==> config.mk <==
export PLATFORM = sky130hd
export DESIGN_NAME = alu_pipe_hs_flat
export DESIGN_NICKNAME = d
export VERILOG_FILES = /design/src/rtl/alu_pipe_hs_if.sv /design/src/rtl/alu_pipe_hs.sv /design/src/flat_wrapper.sv
export SDC_FILE = /design/constraint.sdc
export NUM_CORES = 1
export LEC_CHECK = 0
export CAP_MARGIN = 20
export CORE_ASPECT_RATIO = 1.75
export CORE_MARGIN = 2
export CORE_UTILIZATION = 50
export DETAILED_ROUTE_END_ITERATION = 16
export PLACE_DENSITY = 0.75
export SYNTH_ARGS = -nofsm -noshare
export SYNTH_HDL_FRONTEND = slang
export SYNTH_SLANG_ARGS = --single-unit
==> constraint.sdc <==
create_clock -name Clk -period 3.65 [get_ports Clk]
set_input_delay 0.73 -clock Clk [delete_from_list [all_inputs] [get_ports Clk]]
set_output_delay 0.73 -clock Clk [all_outputs]
set_load 0.01 [all_outputs]
run_1/met1.png
Bar = 20 um. Supply wires on this layer in gray.
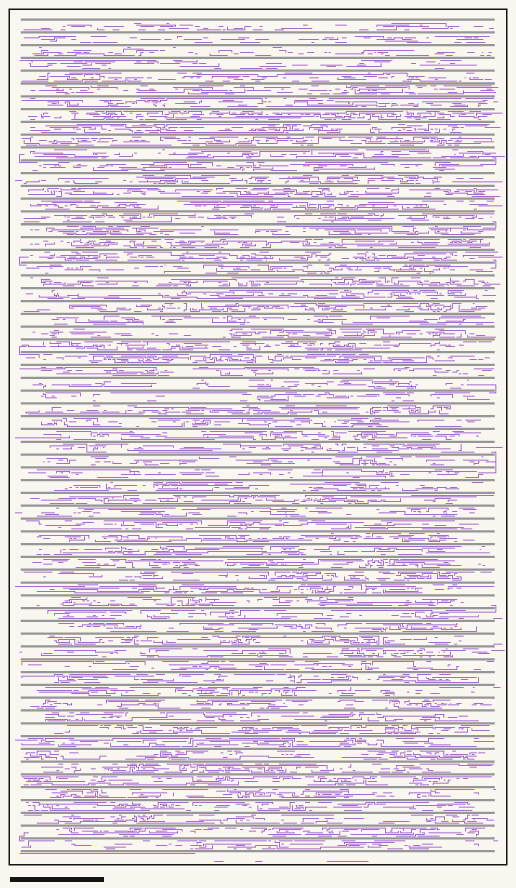
share of all routed wire	31%
main direction	horizontal
nets with wire on the layer	1695
longest straight run	37.3 um
wire length on this layer	14300 um
met1 Track Usage GR: 42.7%
drt total wl: 46500 um
DR vias: 12514

run_1/met2.png
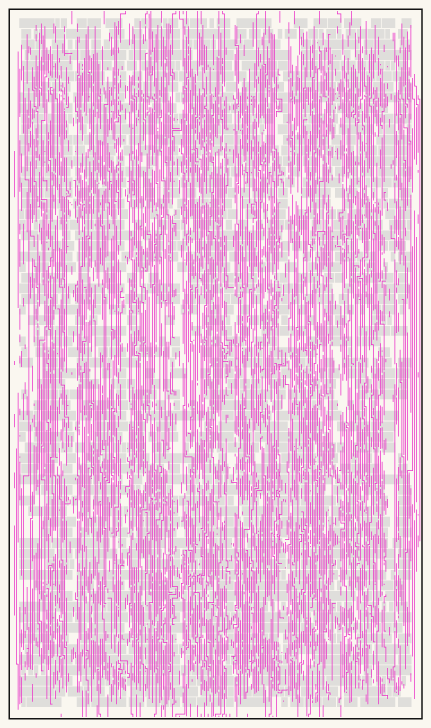
wire length on this layer	22.4 mm
share of all routed wire	48%
nets with wire on the layer	1652
main direction	vertical
met2 Usage GRT: 82.7%

run_1/met3.png
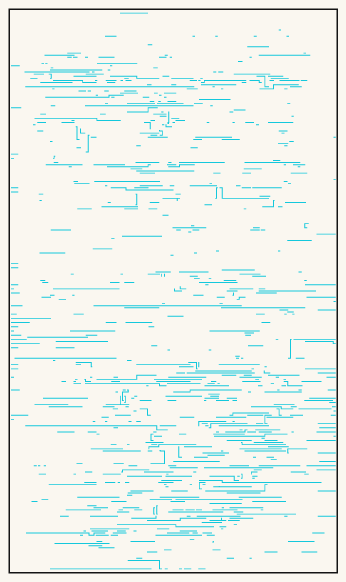
main direction	horizontal
share of all routed wire	7.1%
wire length on this layer	3290 um
nets with wire on the layer	357
longest straight run	54.3 um
met3 usage: 8.61%

==> impl_metrics.py, run 1 <==
# Metrics from the implementation run
metrics = {
    "outcome": {
        "violations": "negative setup slack",
        "outcome": "complete, but fails checks",
    },
    "drt": {
        "top_layer_used": "met4",
        "drc": 0,
        "met2_wirelength_um": 22400,
        "antenna_left": 0,
        "vias_per_cell": 6.49,
        "dr_wl_met3_um": 3290,
        "drt_pass1_iterations": 6,
    },
    "layout": {
        "flops": 71,
        "logic_area_mm2": 0.00745,
        "buffers": 557,
        "fillers": 1113,
        "lay_top_cells": "432 x buf_4, 119 x nor2_1, 77 x nand2_1",
        "finish.instance_area_mm2": 0.0147,
        "comb_share_pct": 50.6,
        "drive_gt1_share_pct": 41.2,
        "seqCellArea_mm2": 0.00178,
        "nets": 1877,
        "largest_reg_flops": 32,
        "n_antenna_cell": 0,
        "layout_top_cell": "buf_4",
    },
    "placed_design": {
        "post-dp-hpwl_um": 34100,
        "place_congestion": 1.04,
        "place_ws_ns": -1.11,
    },
    "clocking": {
        "cts.sinks": 71,
        "post_cts_buffers": 34,
        "clk_pin_slew_worst_paths_ns": 0.06,
        "cts_tree": "yes",
        "cts_buffers": 9,
        "ctsHoldBuffers": 0,
        "cts_root_buffer": "clkbuf_16",
        "clk-insertion-delay-late_ns": 0.34,
    },
    "power": {
        "p_seq_uw": 1190,
        "p_clk_uw": 917,
        "power_uw": 4350,
        "power.group.top": "combinational logic",
        "ir_drop_uv": 457,
        "netSwitchingFraction_pct": 40.6,
        "power_frac_seq_pct": 27.4,
        "pwr-share-comb_pct": 51.5,
    },
    "synth": {
        "ys_top_cells_by_area": "dfrtp_1 19%, ha_1 15%, nor2_1 5.4%",
        "postSynthAreaPerCell_um2": 7.52,
        "aoi_share_pct": 32.5,
        "ys_ff": 71,
        "synth_top_cell_by_area": "dfrtp_1",
        "yosysUniqueCellTypes": 90,
        "yosys_area_mm2": 0.00901,
        "synth_top_cell_by_count": "nor2_1",
        "adder_share_pct": 15.3,
        "synthArstFlopShare_pct": 100,
        "synth_seq_share_pct": 19.7,
        "edf_count": 0,
        "top_cells_by_count": "130 x nor2_1, 119 x inv_1, 105 x ha_1, 81 x nand2_1, 78 x a21oi_1",
        "ys_sh_xor_pct": 0.875,
        "floorplan.nets": 1384,
        "muxShareOfSynthArea_pct": 3.25,
        "synthCells": 1197,
    },
    "global_routing": {
        "grt.overflow.total": 0,
        "grt_usage_pct": 47.2,
        "grt_pass1_vias": 12956,
        "antenna_found_initial": 0,
        "busiest_layer": "met2",
    },
    "final_timing": {
        "tns_ns": -0.244,
        "whs_ns": 0.260,
        "maxSlewViolCount": 0,
        "rsz0062_at_grt": "true",
        "setup_ws_ns": -0.149,
        "setup_viol": 4,
        "hold_viol": 0,
    },
    "floorplanning": {
        "core_mm2": 0.0178,
        "tap_cells": 234,
        "rows": 65,
    },
    "critical_path": {
        "crit_fanout": 2,
        "cp_cell_sequence": "buf_8 > clkinvlp_4 > buf_4 > ha_4 > nor3_4 > o311ai_4 > a31oi_4 > o31ai_4 > o21bai_1 > a21oi_2 > a21oi_2 > a21oi_1 > o21bai_2 > fa_2 > a22oi_1 > o21ai_1 > a21oi_2 > nand3_1 > o22ai_1",
        "arrival_ns": 4.06,
        "rrSetupSlack_ns": 0.91,
    },
    "flow_run": {
        "drv_cap": 0,
    },
}
run_1/final_congestion.png
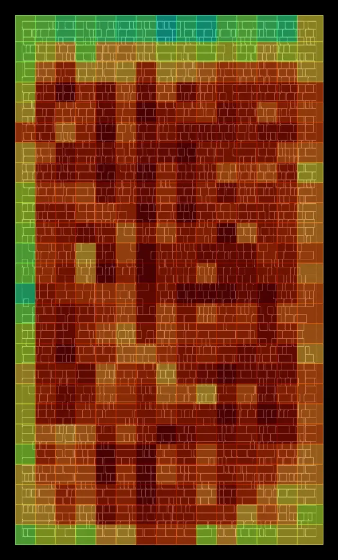

## Run 2: what changed since run 1
--- a/config.mk
+++ b/config.mk
@@ -5,7 +5,7 @@
 export SDC_FILE = /design/constraint.sdc
 export NUM_CORES = 1
 export LEC_CHECK = 0
-export CAP_MARGIN = 20
+export CAP_MARGIN = 10
 export CORE_ASPECT_RATIO = 1.75
 export CORE_MARGIN = 2
 export CORE_UTILIZATION = 50
run_2/final_congestion.png
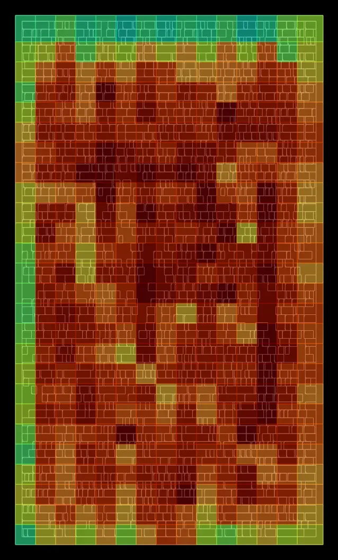
WL per Instance: 23.6 um
Total Routing Usage GR: 45.6%

run_2/met3.png
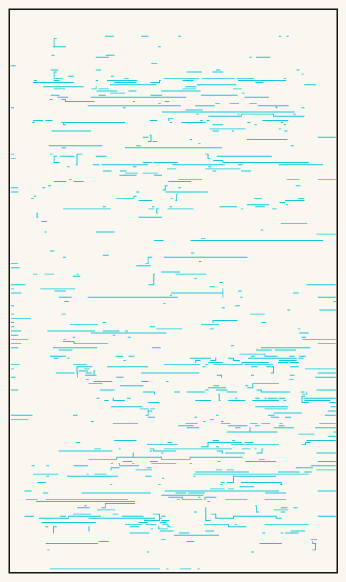
main direction	horizontal
nets with wire on the layer	324
share of all routed wire	6.1%
wire length on this layer	2770 um
longest straight run	42.6 um
DR vias: 12212
met3 usage: 7.00%
drt total wl: 45200 um

==> impl_metrics.py, run 2 <==
# Metrics from the implementation run
metrics = {
    "clocking": {
        "cts_buffers": 9,
        "ctsHoldBuffers": 0,
        "clk_pin_slew_worst_paths_ns": 0.06,
        "cts.sinks": 71,
    },
    "power": {
        "pwr-share-comb_pct": 52.4,
        "ir_drop_uv": 512,
        "power_frac_seq_pct": 28.1,
    },
    "synth": {
        "synthArstFlopShare_pct": 100,
        "floorplan.nets": 1384,
        "synthCells": 1197,
        "adder_share_pct": 15.3,
        "postSynthAreaPerCell_um2": 7.52,
        "yosys_area_mm2": 0.00901,
        "ys_ff": 71,
        "synth_seq_share_pct": 19.7,
        "muxShareOfSynthArea_pct": 3.25,
        "synth_top_cell_by_count": "nor2_1",
        "yosysUniqueCellTypes": 90,
        "synth_top_cell_by_area": "dfrtp_1",
        "top_cells_by_count": "130 x nor2_1, 119 x inv_1, 105 x ha_1, 81 x nand2_1, 78 x a21oi_1",
    },
    "layout": {
        "flops": 71,
        "seqCellArea_mm2": 0.00178,
        "nets": 1866,
        "largest_reg_flops": 32,
        "finish.instance_area_mm2": 0.0146,
        "drive_gt1_share_pct": 39.7,
        "lay_top_cells": "421 x buf_4, 117 x nor2_1, 78 x nand2_1",
        "buffers": 546,
        "logic_area_mm2": 0.00744,
        "comb_share_pct": 51.1,
    },
    "drt": {
        "dr_wl_met3_um": 2770,
        "drc": 0,
        "drt_pass1_iterations": 6,
        "antenna_left": 0,
        "met2_wirelength_um": 22600,
        "vias_per_cell": 6.38,
    },
    "global_routing": {
        "busiest_layer": "met2",
        "use_met2_pct": 80.2,
        "grt.overflow.total": 0,
        "antenna_found_initial": 0,
        "grt_pass1_vias": 12597,
        "use_met1_pct": 41.9,
    },
    "outcome": {
        "outcome": "complete, but fails checks",
        "violations": "negative setup slack",
    },
    "flow_run": {
        "drv_cap": 0,
    },
    "final_timing": {
        "whs_ns": 0.282,
        "hold_viol": 0,
        "maxSlewViolCount": 0,
        "setup_viol": 1,
        "setup_ws_ns": -0.241,
        "tns_ns": -0.241,
    },
    "critical_path": {
        "rrSetupSlack_ns": 0.89,
        "arrival_ns": 4.15,
        "crit_fanout": 3,
    },
    "placed_design": {
        "post-dp-hpwl_um": 34200,
        "place_congestion": 1.04,
    },
    "floorplanning": {
        "tap_cells": 234,
        "core_mm2": 0.0178,
    },
}
No activity file was given, so power comes from the tool's default toggle rates.
